Met2 routing:
The bar under the picture is 20 um long.
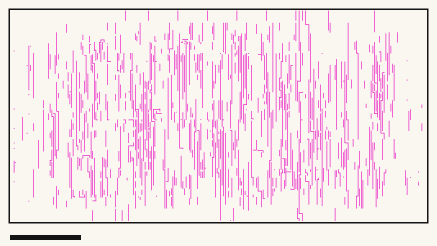
Wiring by layer:
The bar under the picture is 20 um long. Two of the layers only.
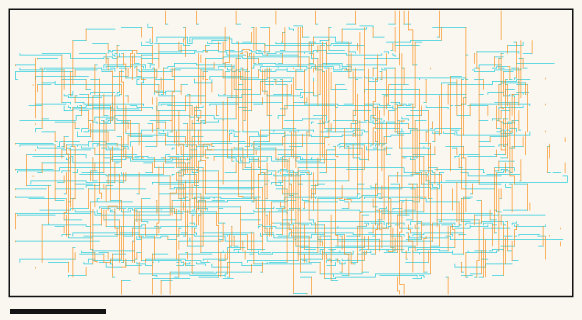
PDN straps and rails:
The bar under the picture is 20 um long. Pins as bars on the die edge.
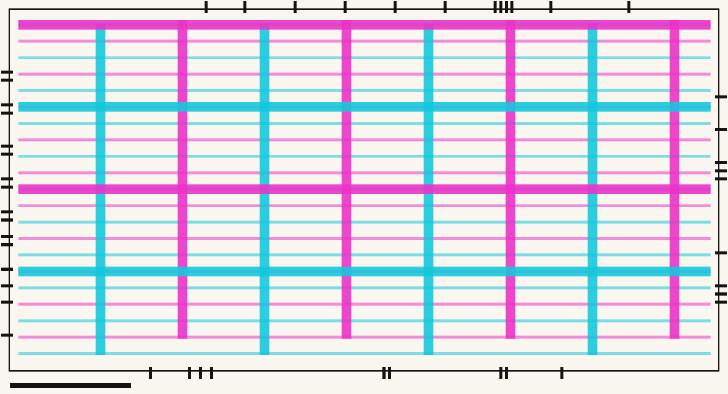
Clock nets:
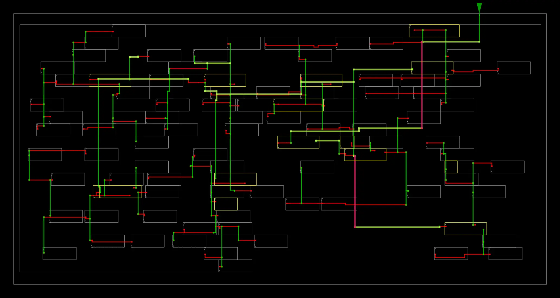
Met3 routing:
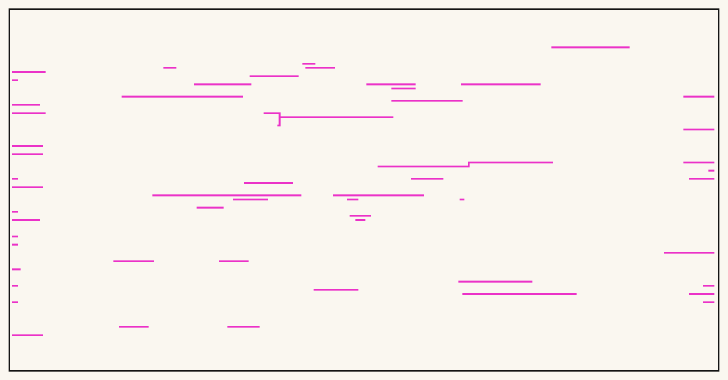
File: src/rtl/host_cpu_oci_dct_packer_if.sv
// Trace-atom input, frame output and end-of-test signals of the OCI DCT packer.
// The master side feeds atoms and consumes frames; the packer is the slave.
interface host_cpu_oci_dct_packer_if;
    logic        atom_valid;
    logic [1:0]  atom;
    logic        atom_ready;
    logic        flush;
    logic        end_req;
    logic [29:0] dct_buffer;
    logic [3:0]  dct_count;
    logic        dct_valid;
    logic        dct_ready;
    logic        test_ending;
    logic        test_has_ended;

    modport master (
        output atom_valid, atom, flush, end_req, dct_ready,
        input  atom_ready, dct_buffer, dct_count, dct_valid, test_ending, test_has_ended
    );

    modport slave (
        input  atom_valid, atom, flush, end_req, dct_ready,
        output atom_ready, dct_buffer, dct_count, dct_valid, test_ending, test_has_ended
    );
endinterface

File: src/rtl/host_cpu_oci_dct_packer.sv
// Packs 2-bit trace atoms into 30-bit frames for the OCI trace sink and
// sequences the drain / end-of-test handshake once tracing is finished.
module host_cpu_oci_dct_packer #(
    parameter int ATOMS_PER_FRAME   = 15,
    parameter int IDLE_FLUSH_CYCLES = 64
) (
    input  logic clk,
    input  logic reset,
    host_cpu_oci_dct_packer_if.slave bus
);

    localparam int IDLE_W_RAW = $clog2(IDLE_FLUSH_CYCLES + 1);
    localparam int IDLE_W     = (IDLE_W_RAW < 1) ? 1 : IDLE_W_RAW;

    typedef enum logic [1:0] {
        RUN,
        DRAIN,
        ENDING,
        ENDED
    } state_t;

    state_t            state;
    logic [29:0]       acc;
    logic [3:0]        acc_cnt;
    logic              sealed;
    logic [IDLE_W-1:0] idle_cnt;
    logic [29:0]       out_buf;
    logic [3:0]        out_cnt;
    logic              out_valid;
    logic              ending;
    logic              ended;

    logic              accept;
    logic [29:0]       atom_shifted;
    logic [29:0]       nxt_acc;
    logic [3:0]        nxt_cnt;
    logic              idle_hit;
    logic              seal_now;
    logic              slot_free;
    logic              move;
    logic              drained;

    // Ready is gated by reset so every output reads 0 while reset is held.
    assign bus.atom_ready     = !reset && (state == RUN) && !sealed;
    assign bus.dct_buffer     = out_buf;
    assign bus.dct_count      = out_cnt;
    assign bus.dct_valid      = out_valid;
    assign bus.test_ending    = ending;
    assign bus.test_has_ended = ended;

    // NOTE: every always_comb output gets a default first so no path can infer a latch.
    always_comb begin
        accept       = 1'b0;
        atom_shifted = '0;
        nxt_acc      = acc;
        nxt_cnt      = acc_cnt;
        idle_hit     = 1'b0;
        seal_now     = 1'b0;
        slot_free    = 1'b0;
        move         = 1'b0;
        drained      = 1'b0;

        accept       = bus.atom_valid && bus.atom_ready;
        atom_shifted = {28'd0, bus.atom} << {acc_cnt, 1'b0};
        if (accept) begin
            nxt_acc = acc | atom_shifted;
            nxt_cnt = acc_cnt + 4'd1;
        end

        idle_hit = (IDLE_FLUSH_CYCLES != 0) && (idle_cnt == IDLE_W'(IDLE_FLUSH_CYCLES));

        // Seal decision looks at post-accept contents; an empty accumulator never seals.
        seal_now = (nxt_cnt != 4'd0) &&
                   ((nxt_cnt == 4'(ATOMS_PER_FRAME)) || bus.flush || idle_hit || (state == DRAIN));

        slot_free = !out_valid || bus.dct_ready;
        move      = (sealed || seal_now) && slot_free;
        drained   = (acc_cnt == 4'd0) && !sealed && slot_free;
    end

    // NOTE: sequential state uses non-blocking assignments only, so every register
    // samples the pre-edge values regardless of statement order.
    always_ff @(posedge clk) begin
        if (reset) begin
            // NOTE: acc and the output register are reset too, not just their valid bits,
            // because zero-fill of unused frame bits relies on acc starting from 0.
            state     <= RUN;
            acc       <= '0;
            acc_cnt   <= '0;
            sealed    <= 1'b0;
            idle_cnt  <= '0;
            out_buf   <= '0;
            out_cnt   <= '0;
            out_valid <= 1'b0;
            ending    <= 1'b0;
            ended     <= 1'b0;
        end else begin
            if (move) begin
                out_buf   <= nxt_acc;
                out_cnt   <= nxt_cnt;
                out_valid <= 1'b1;
                acc       <= '0;
                acc_cnt   <= '0;
                sealed    <= 1'b0;
            end else begin
                acc     <= nxt_acc;
                acc_cnt <= nxt_cnt;
                if (seal_now) begin
                    sealed <= 1'b1;
                end
                if (out_valid && bus.dct_ready) begin
                    out_valid <= 1'b0;
                end
            end

            if (accept || seal_now || sealed || (acc_cnt == 4'd0)) begin
                idle_cnt <= '0;
            end else if (!idle_hit) begin
                idle_cnt <= idle_cnt + 1'b1;
            end

            unique case (state)
                RUN: begin
                    if (bus.end_req) begin
                        state <= DRAIN;
                    end
                end
                DRAIN: begin
                    // Leaves on the same edge the last frame transfers.
                    if (drained) begin
                        state  <= ENDING;
                        ending <= 1'b1;
                    end
                end
                ENDING: begin
                    ending <= 1'b0;
                    ended  <= 1'b1;
                    state  <= ENDED;
                end
                ENDED: begin
                    state <= ENDED;
                end
                default: state <= RUN;
            endcase
        end
    end

endmodule

File: src/flat_wrapper.sv
// flat-port wrapper written by rule: the top's interface ports become plain ports
module host_cpu_oci_dct_packer_flat 
#(
    parameter int ATOMS_PER_FRAME   = 15,
    parameter int IDLE_FLUSH_CYCLES = 64
)
  (clk, reset, bus_atom_valid, bus_atom, bus_flush, bus_end_req, bus_dct_ready, bus_atom_ready, bus_dct_buffer, bus_dct_count, bus_dct_valid, bus_test_ending, bus_test_has_ended);
  host_cpu_oci_dct_packer_if bus_i ();
  input  logic clk;
  input  logic reset;
  input wire logic [$bits(bus_i.atom_valid)-1:0] bus_atom_valid;
  input wire logic [$bits(bus_i.atom)-1:0] bus_atom;
  input wire logic [$bits(bus_i.flush)-1:0] bus_flush;
  input wire logic [$bits(bus_i.end_req)-1:0] bus_end_req;
  input wire logic [$bits(bus_i.dct_ready)-1:0] bus_dct_ready;
  output wire logic [$bits(bus_i.atom_ready)-1:0] bus_atom_ready;
  output wire logic [$bits(bus_i.dct_buffer)-1:0] bus_dct_buffer;
  output wire logic [$bits(bus_i.dct_count)-1:0] bus_dct_count;
  output wire logic [$bits(bus_i.dct_valid)-1:0] bus_dct_valid;
  output wire logic [$bits(bus_i.test_ending)-1:0] bus_test_ending;
  output wire logic [$bits(bus_i.test_has_ended)-1:0] bus_test_has_ended;
  assign bus_i.atom_valid = bus_atom_valid;
  assign bus_i.atom = bus_atom;
  assign bus_i.flush = bus_flush;
  assign bus_i.end_req = bus_end_req;
  assign bus_i.dct_ready = bus_dct_ready;
  assign bus_atom_ready = bus_i.atom_ready;
  assign bus_dct_buffer = bus_i.dct_buffer;
  assign bus_dct_count = bus_i.dct_count;
  assign bus_dct_valid = bus_i.dct_valid;
  assign bus_test_ending = bus_i.test_ending;
  assign bus_test_has_ended = bus_i.test_has_ended;
  host_cpu_oci_dct_packer #(.ATOMS_PER_FRAME(ATOMS_PER_FRAME), .IDLE_FLUSH_CYCLES(IDLE_FLUSH_CYCLES)) u_core (.clk(clk), .reset(reset), .bus(bus_i));
endmodule
File: config.mk
export PLATFORM = sky130hd
export DESIGN_NAME = host_cpu_oci_dct_packer_flat
export DESIGN_NICKNAME = d
export VERILOG_FILES = /design/src/rtl/host_cpu_oci_dct_packer_if.sv /design/src/rtl/host_cpu_oci_dct_packer.sv /design/src/flat_wrapper.sv
export SDC_FILE = /design/constraint.sdc
export NUM_CORES = 1
export LEC_CHECK = 0
export ABC_AREA = 1
export CAP_MARGIN = 20
export CORE_ASPECT_RATIO = 0.5
export CORE_UTILIZATION = 50
export DETAILED_ROUTE_END_ITERATION = 8
export MAX_ROUTING_LAYER = met4
export PLACE_DENSITY = 0.74
export SLEW_MARGIN = 20
export SYNTH_ARGS = -nofsm -noshare
export SYNTH_HDL_FRONTEND = slang
export SYNTH_SLANG_ARGS = --single-unit
File: constraint.sdc
create_clock -name clk -period 2.3 [get_ports clk]
set_input_delay 0.46 -clock clk [delete_from_list [all_inputs] [get_ports clk]]
set_output_delay 0.46 -clock clk [all_outputs]
set_load 0.005 [all_outputs]
==> reports/summary.json <==
{
  "final_area_um2": 4320,
  "core.rowCount": 20,
  "worst-endpoint-arrival_ns": 1.69,
  "layout_top_cells_excl_fill_tap": "sky130_fd_sc_hd__nor2_1 (100), sky130_fd_sc_hd__dfxtp_1 (80), sky130_fd_sc_hd__a21oi_1 (66)",
  "grt_start_max_net_pins": 48,
  "tritoncts": "built",
  "slowest_delay_ns": 0.50,
  "synth_area_per_inst_um2": 7.48,
  "crit_path_start_kind": "flip-flop",
  "insertedDiodeCount": 0,
  "gr-total-overflow": 0,
  "post_synth_instance_area_um2": 3310,
  "run_status": "completed",
  "worstPathCellList": "nor2_4, nand2_1, buf_4, inv_1, clkdlybuf4s50_1",
  "drt_drc_violations_left": 0,
  "clkSlewWorstSetupHoldPaths_ns": 0.05,
  "fin_worst_skew_ns": 0.00885,
  "die_area_um2": 6980,
  "achievable-frequency_mhz": 464,
  "ys_async_sr_fraction_pct": 0,
  "clock_sink_count": 81,
  "layout_worst_path_cycle_share_pct": 93.7,
  "detailedPlace.worstSlack_ns": -0.177,
  "post-dp-hpwl_mm": 5.32,
  "post_dp_cell_area_um2": 3990,
  "fin_crit_ns": 2.15,
  "synth.net_count": 455,
  "ant_nets": 0,
  "synth_cells": 443,
  "final_nets": 511,
  "clk_root_buffer_cell": "sky130_fd_sc_hd__clkbuf_16",
  "detailedRoute.firstPassIterationCount": 5,
  "vias_per_cell": 5.10,
  "cp_slowest_cell": "sky130_fd_sc_hd__clkdlybuf4s50_1",
  "gp_routability_congestion": 0.871,
  "report.final.hold_viol_count": 0,
  "fin_ws_ns": 0.145,
  "synth-cells-yosys": 443,
  "hold_path_depth": 2,
  "cp_data_required_time_ns": 1.84,
  "number_of_antenna_violations_at_the_first_check_in_global_routing": 0,
  "cts.htree.levels": 3,
  "placement.io_buffers": 45,
  "layout-drive-gt1-share_pct": 9.74,
  "power_density_nw_per_um2": 886,
  "number_of_warnings_issued_by_yosys": 0,
  "post_drt_wl_per_cell_um": 13.0,
  "max-slew-margin-rel_pct": 79.2,
  "drt-initial-drc-count": 126,
  "numSynthFlops": 81,
  "yosys_area_um2": 3310,
  "cp-end-kind": "output port",
  "static-leakage-power_nw": 1.77,
  "area.growth.synth_to_final_pct": 30.2,
  "post_synth_num_cell_types": 24,
  "clock_path_buffers": 2,
  "worstRegToRegCells": 11,
  "drv.max_cap_violation_count": 0,
  "grt_pass1_wl_mm": 12.7,
  "number_of_openroad_warnings": 28,
  "floorplan.core_util_pct": 53.2,
  "timing.hold.worst.class": "reg2reg",
  "yosys.stat.seqShare_pct": 48.9,
  "clkLatencyLatePin_ns": 0.33,
  "grt_pass1_vias": 2690,
  "setup_viol_count_final": 0,
  "crit_fanout": 6,
  "worst-setup-path-type": "reg2out",
  "final_layout_top_logic_cell": "sky130_fd_sc_hd__nor2_1",
  "design.portCount": 46,
  "tightestPinTransition_ns": 0.312,
  "post_synth_tally_of_flip_flops_with_integrated_enable": 0,
  "drv_slew": 0
}
## Picture notes: 'met2 routing'
longest straight run	32.1 um
nets with wire on the layer	415
M2 GR Usage: 37.1%
routed via count: 3016

## Picture notes: 'wiring by layer'
color	layer	wire length
cyan	metal 1	3980 um
orange	metal 2	3310 um
Total Routing Usage GR: 25.4%
wire length reported by the detailed router: 7.68 mm

## Picture notes: 'PDN straps and rails'
color	net
magenta	VDD
cyan	VSS
met5 straps	4
signal pins	46
Die Ht: 59.6 um
Die Span X: 117 um
maximum ir drop on the vdd rail: 0.000538 V
Core Region: 6230 um2

## Picture notes: 'clock nets'
number of buffers added by the clock tree synthesis step: 9
clock distribution power: 1.53 mW

## Picture notes: 'met3 routing'
longest straight run	24.4 um
nets with wire on the layer	46
wire length on this layer	352 um
grt met3 use: 7.46%

[area by class of cell]
class	count	area (um2)
fillers	531	1920
flip-flops and latches	81	1620
clock inverters	4	76.3
clock buffers	11	243
repair buffers	72	727
well taps	88	110
multi-input cells	306	1430
inverters	29	109
[state kept, by name, indices dropped and copies added (netlist names)]
register / count
u_core.bus.dct_buffer: 30
u_core.bus.test_ending: 1
u_core.bus.dct_valid: 1
u_core.bus.test_has_ended: 1
u_core.bus.dct_count: 4
u_core.idle_cnt: 7
u_core.sealed: 1
u_core.state: 2
u_core.acc_cnt: 4
u_core.acc: 30
[report_power, final]
group	internal [mW]	leakage, nW	switching, mW
clock network	0.978	0.152	0.547
registers	1.51	0.658	0.0660
logic	0.381	0.961	0.343
total	2.87	1.77	0.957
[per-stage QoR]
stage          instances  hold WS, ns  util [%]  setup TNS [ns]  power [mW]
6_report             591        0.447      69.3               0        3.82
5_1_grt              591        0.480      69.3               0        4.00
4_1_cts              591        0.454      69.2               0        3.85
3_5_place_dp         575        0.445      64.0           -7.49        2.32
3_3_place_gp         575        0.434      64.0           -3.25        2.31
2_1_floorplan        443        0.439         -               0        1.98
[synthesized netlist by cell type (all sizes together) (3+ instances only)]
cell | instances | area share (%)
nand4 | 5 | 0.94
nand3 | 52 | 8.2
buf | 14 | 3.2
ha | 4 | 1.5
inv | 27 | 3.1
nand2 | 63 | 7.7
xor2 | 3 | 0.79
nor3 | 4 | 0.60
dfxtp | 81 | 49
nor2 | 102 | 12
clkbuf | 13 | 1.5
o21ai | 3 | 0.45
a21oi | 66 | 10
[metal layers]
layer / global-route usage, % / part of all wire, % / up-vias
met1: 34.3 / 52 / 1384
met5: - / 0 / -
met2: 37.1 / 43 / 84
met4: 7.05 / 0.64 / 0
met3: 7.46 / 4.6 / 6
li1: - / - / 1542
[worst max-delay path, delay by kind of cell, from the launching register on]
| family | cells | cell delay [ns] |
|---|---|---|
| buffers and inverters | 3 | 0.69 |
| flip-flops | 1 | 0.37 |
| AND/OR/NAND/NOR | 2 | 0.32 |
[path summary, 6_finish.rpt]
path,endpoint,slack [ns],from
min,u_core.bus.test_has_ended,0.45,u_core.bus.test_has_ended
min reg2reg,u_core.bus.test_has_ended,0.45,u_core.bus.test_has_ended
max reg2reg,u_core.idle_cnt[2],0.25,u_core.acc_cnt[0]
max,bus_atom_ready,0.15,u_core.state[1]
[timing repair]
item,4_1_cts,5_1_grt
endpoints found under the setup margin,1,8
buffers inserted,1,0
pin swaps,1,0
hold buffers,0,0
gates resized,1,1
cloned,0,0
[kinds of logic (layout without fill, tap and decap cells)]
group | count (synthesis) | in the layout | share of synthesized area, %
and+or+nand+nor | 228 | 228 | 29.8
DFF | 81 | 81 | 48.9
AOI/OAI and AO/OA | 71 | 71 | 11.0
buffers and inverters | 56 | 116 | 7.97
adders and majority gates | 4 | 4 | 1.51
xor gates and xnor gates | 3 | 3 | 0.793
No activity file was given, so power comes from the tool's default toggle rates.
